==> src/rtl/pipeline_ctrl_pkg.sv <==
// Shared definitions for the pipeline control slice: memory FSM encoding,
// status flag positions and the saturating counter helper.
package pipeline_ctrl_pkg;

  typedef enum logic [0:0] {
    StRun     = 1'b0,
    StMemWait = 1'b1
  } mem_state_e;

  localparam int unsigned RegIdxW = 4;
  localparam int unsigned CntW    = 16;

  // Status register bit positions
  localparam int unsigned FlagN = 3;
  localparam int unsigned FlagZ = 2;
  localparam int unsigned FlagC = 1;
  localparam int unsigned FlagV = 0;

  localparam logic [CntW-1:0] CntMax = {CntW{1'b1}};

  function automatic logic [CntW-1:0] sat_inc(input logic [CntW-1:0] value);
    return (value == CntMax) ? value : value + {{(CntW-1){1'b0}}, 1'b1};
  endfunction

endpackage

==> src/rtl/pipeline_ctrl_hazard_detect.sv <==
// Data-hazard detection for the instruction in ID against EXE and MEM destinations.
// With forwarding only load-use hazards stall; without it any pending writeback does.
module hazard_detect
  import pipeline_ctrl_pkg::*;
(
  input  logic               forward_en,
  input  logic [RegIdxW-1:0] src1,
  input  logic [RegIdxW-1:0] src2,
  input  logic               two_src,
  input  logic [RegIdxW-1:0] id_exe_dest,
  input  logic               id_exe_wb_en,
  input  logic               id_exe_mem_r_en,
  input  logic [RegIdxW-1:0] exe_mem_dest,
  input  logic               exe_mem_wb_en,
  output logic               hazard
);

  logic match_exe;
  logic match_mem;
  logic hazard_exe;
  logic hazard_mem;

  always_comb begin
    match_exe  = (src1 == id_exe_dest) || (two_src && (src2 == id_exe_dest));
    match_mem  = (src1 == exe_mem_dest) || (two_src && (src2 == exe_mem_dest));
    hazard_exe = match_exe && id_exe_wb_en && (id_exe_mem_r_en || !forward_en);
    hazard_mem = !forward_en && match_mem && exe_mem_wb_en;
    hazard     = hazard_exe || hazard_mem;
  end

endmodule

==> src/rtl/pipeline_ctrl.sv <==
// Pipeline control: memory-wait freeze FSM, branch flush, hazard stall,
// status register and saturating event counters.
module pipeline_ctrl
  import pipeline_ctrl_pkg::*;
(
  input  logic               clk,
  input  logic               rst,
  input  logic               forward_en,
  input  logic [RegIdxW-1:0] src1,
  input  logic [RegIdxW-1:0] src2,
  input  logic               two_src,
  input  logic [RegIdxW-1:0] id_exe_dest,
  input  logic               id_exe_wb_en,
  input  logic               id_exe_mem_r_en,
  input  logic [RegIdxW-1:0] exe_mem_dest,
  input  logic               exe_mem_wb_en,
  input  logic               branch_taken,
  input  logic               s_bit,
  input  logic [3:0]         alu_status,
  input  logic               mem_req,
  input  logic               mem_ready,
  output logic               freeze_pc,
  output logic               freeze_if_id,
  output logic               flush_if_id,
  output logic               bubble_id_exe,
  output logic               freeze_all,
  output logic [3:0]         sr,
  output logic [CntW-1:0]    stall_cnt,
  output logic [CntW-1:0]    flush_cnt
);

  mem_state_e state;
  logic       hazard;
  logic       mem_stall;

  hazard_detect u_hazard_detect (
    .forward_en      (forward_en),
    .src1            (src1),
    .src2            (src2),
    .two_src         (two_src),
    .id_exe_dest     (id_exe_dest),
    .id_exe_wb_en    (id_exe_wb_en),
    .id_exe_mem_r_en (id_exe_mem_r_en),
    .exe_mem_dest    (exe_mem_dest),
    .exe_mem_wb_en   (exe_mem_wb_en),
    .hazard          (hazard)
  );

  // A request completing in the same cycle it is issued never freezes
  always_comb begin
    unique case (state)
      StRun:     mem_stall = mem_req && !mem_ready;
      StMemWait: mem_stall = !mem_ready;
      default:   mem_stall = 1'b0;
    endcase
  end

  // Priority: memory freeze, then taken branch, then data hazard
  always_comb begin
    freeze_all    = 1'b0;
    freeze_pc     = 1'b0;
    freeze_if_id  = 1'b0;
    flush_if_id   = 1'b0;
    bubble_id_exe = 1'b0;
    if (!rst) begin
      freeze_all = mem_stall;
      if (!mem_stall) begin
        if (branch_taken) begin
          flush_if_id   = 1'b1;
          bubble_id_exe = 1'b1;
        end else if (hazard) begin
          freeze_pc     = 1'b1;
          freeze_if_id  = 1'b1;
          bubble_id_exe = 1'b1;
        end
      end
    end
  end

  always_ff @(posedge clk) begin
    if (rst) begin
      state     <= StRun;
      sr        <= 4'b0000;
      stall_cnt <= '0;
      flush_cnt <= '0;
    end else begin
      unique case (state)
        StRun:     if (mem_req && !mem_ready) state <= StMemWait;
        StMemWait: if (mem_ready) state <= StRun;
        default:   state <= StRun;
      endcase
      if (s_bit && !freeze_all) begin
        sr[FlagN] <= alu_status[FlagN];
        sr[FlagZ] <= alu_status[FlagZ];
        sr[FlagC] <= alu_status[FlagC];
        sr[FlagV] <= alu_status[FlagV];
      end
      if (freeze_pc)   stall_cnt <= sat_inc(stall_cnt);
      if (flush_if_id) flush_cnt <= sat_inc(flush_cnt);
    end
  end

endmodule
==> config.mk <==
export PLATFORM = sky130hd
export DESIGN_NAME = pipeline_ctrl
export DESIGN_NICKNAME = d
export VERILOG_FILES = /design/src/rtl/pipeline_ctrl_pkg.sv /design/src/rtl/pipeline_ctrl_hazard_detect.sv /design/src/rtl/pipeline_ctrl.sv
export SDC_FILE = /design/constraint.sdc
export NUM_CORES = 1
export LEC_CHECK = 0
export ABC_CLOCK_PERIOD_IN_PS = 4059
export CORE_ASPECT_RATIO = 1.4
export CORE_MARGIN = 3
export CORE_UTILIZATION = 48
export CTS_CLUSTER_SIZE = 14
export DETAILED_ROUTE_END_ITERATION = 8
export PLACE_DENSITY_LB_ADDON = 0.15
export SYNTH_ARGS = -nofsm -noshare
export SYNTH_HDL_FRONTEND = slang
export SYNTH_SLANG_ARGS = --single-unit
==> constraint.sdc <==
create_clock -name clk -period 4.06 [get_ports clk]
set_clock_uncertainty 0.15 [all_clocks]
set_input_delay 0.406 -clock clk [delete_from_list [all_inputs] [get_ports clk]]
set_output_delay 0.406 -clock clk [all_outputs]
set_load 0.05 [all_outputs]
==> flow_summary.ini, run 1 <==
; physical design summary
[global_routing]
grt.met1_usage_pct = 22.5
grt_pass1_vias = 1858

[sta]
period_minus_slack_ns = 3.30
fin_ws_ns = 0.765

[place]
numPortBuffers = 71
gp_congestion = 0.753

[clock_network]
hold_buffers = 0
cts_buffers = 5
cts.repair.resized = 0

[worst_setup_path]
path_depth = 6
r2r_start = stall_cnt[0]
r2r_slack_ns = 1.90
cp_max_fo = 23

[synthesis]
ys_warn_count = 0
mux_area_share_pct = 4.68
xor_share_pct = 13.1
ys.flop_type = dfxtp_1
synthesis.area_um2 = 2000
ys_chip_area_um2 = 2000

[finish]
nClkBuffers = 7
clk_share_pct = 3.07
inv_count = 9
nonClkBufAreaFrac_pct = 25.3
largest_class = combinational gates
nMultiInputCombCells = 181
layout_top_cells = clkdlybuf4s50_1, dfxtp_1, nor2_1, xnor2_1, nand3_1

[power]
maxPowerGroup = sequential cells
switching_share_pct = 24.8
ir_drop_mv = 0.238

[die]
fp_util_pct = 50.3

[routing]
drtIter0Drc = 56
wl_met2_um = 2520
wl_per_cell_um = 13.8

[status]
status = finished clean
Fig. 1: run 1, clock wiring as the flow saved it
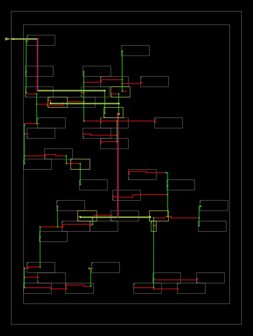
flip-flops: 37
CTS sink cnt: 37
worst skew pair latency: 0.28 ns

Fig. 2: run 1, routed clock nets over the placement
The bar under the picture is 20 µm long.
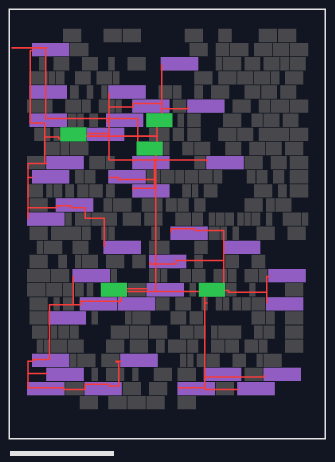
- cells driving clock nets: green (count 5)
- flip-flops: purple (count 37)
- clock wires: red (length 445 µm)
- routed clock nets: 6
clock-net power: 254 µW
clock power share: 34.4%

Fig. 3: run 1, supply network
The bar under the picture is 20 µm long. Pins as bars on the die edge.
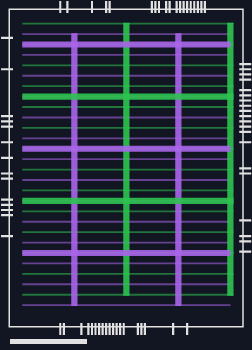
- VDD: green
- VSS: purple
- met4 straps: 4
- signal pins: 72
Die Span Y: 82.4 µm
die width: 60.6 µm

Fig. 4: run 1, cell classes on the final placement
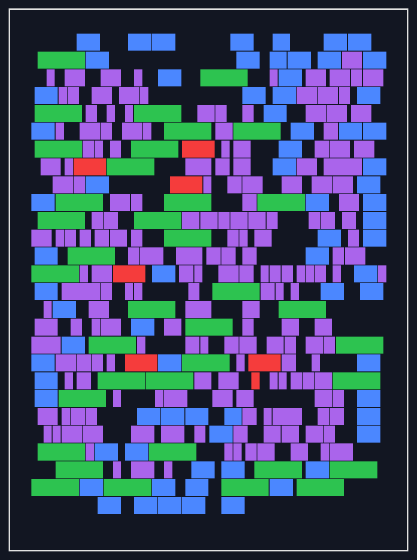

==> run 2: changes to the inputs <==
--- a/config.mk
+++ b/config.mk
@@ -5,10 +5,10 @@
 export SDC_FILE = /design/constraint.sdc
 export NUM_CORES = 1
 export LEC_CHECK = 0
-export ABC_CLOCK_PERIOD_IN_PS = 4059
+export ABC_CLOCK_PERIOD_IN_PS = 2800
 export CORE_ASPECT_RATIO = 1.4
 export CORE_MARGIN = 3
-export CORE_UTILIZATION = 48
+export CORE_UTILIZATION = 40
 export CTS_CLUSTER_SIZE = 14
 export DETAILED_ROUTE_END_ITERATION = 8
 export PLACE_DENSITY_LB_ADDON = 0.15
==> constraint.sdc (replaced) <==
create_clock -name clk -period 2.8 [get_ports clk]
set_clock_uncertainty 0.15 [all_clocks]
set_input_delay 0.28 -clock clk [delete_from_list [all_inputs] [get_ports clk]]
set_output_delay 0.28 -clock clk [all_outputs]
set_load 0.05 [all_outputs]
Fig. 5: run 2, cell classes on the final placement
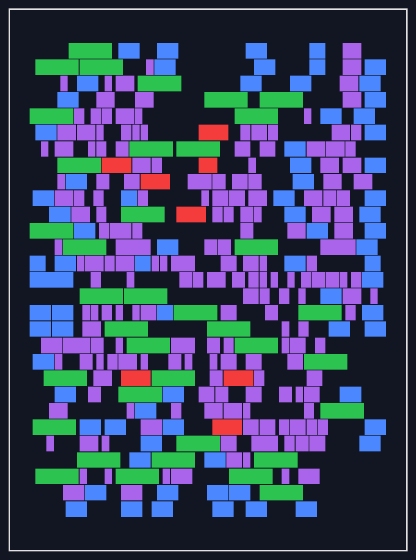
- clock drivers and dummy loads: red (cells 8; share of their area 3.8%)
- flip-flops: green (cells 37; share of their area 26%)
- other buffers and delay cells: blue (cells 74; share of their area 26%)
- all other logic: purple (cells 190; share of their area 44%)
Final Util: 61.5%
Core ar.: 4680 µm²

==> run 2 against run 1 <==
Synthesized area did not move. Sequential power is 45% higher. Critical path depth grew 1. Worst hold slack better by 0.0051 ns. Synthesized cell count unchanged. Setup slack got worse by 0.52 ns. Sequential share of layout area shrank 0.57 points. Routed wire length grew 5.7%. Global-route usage down 2.3 points. Via count grew 2.3%.
==> flow_summary.ini, run 2 <==
; physical design summary
[status]
status = finished clean

[synthesis]
ys.flop_type = dfxtp_1
mux_area_share_pct = 4.68
ys_warn_count = 0
xor_share_pct = 13.1
ys_chip_area_um2 = 2000

[place]
gp_congestion = 0.746

[die]
die_y_um = 89.7
dieWidth_um = 65.8
fp_util_pct = 42.8

[routing]
drtIter0Drc = 59
wl_per_cell_um = 13.7

[power]
switching_share_pct = 25.9
ir_drop_mv = 0.319
maxPowerGroup = sequential cells
clkPwrFrac_pct = 37.6

[worst_setup_path]
r2r_slack_ns = 0.63
r2r_start = stall_cnt[0]
path_depth = 7
cp_max_fo = 23

[clock_network]
clock-sinks = 37
cts_buffers = 5
clk_latency_ns = 0.29
hold_buffers = 0

[finish]
nMultiInputCombCells = 181
nonClkBufAreaFrac_pct = 25.5
largest_class = combinational gates
clk_share_pct = 3.65
inv_count = 9
layout_top_cells = clkdlybuf4s50_1, dfxtp_1, nor2_1, xnor2_1, nand3_1
nClkBuffers = 7

[global_routing]
grt_pass1_vias = 1973
grt.met1_usage_pct = 21.1

[sta]
fin_ws_ns = 0.244
No activity file was given, so power comes from the tool's default toggle rates.
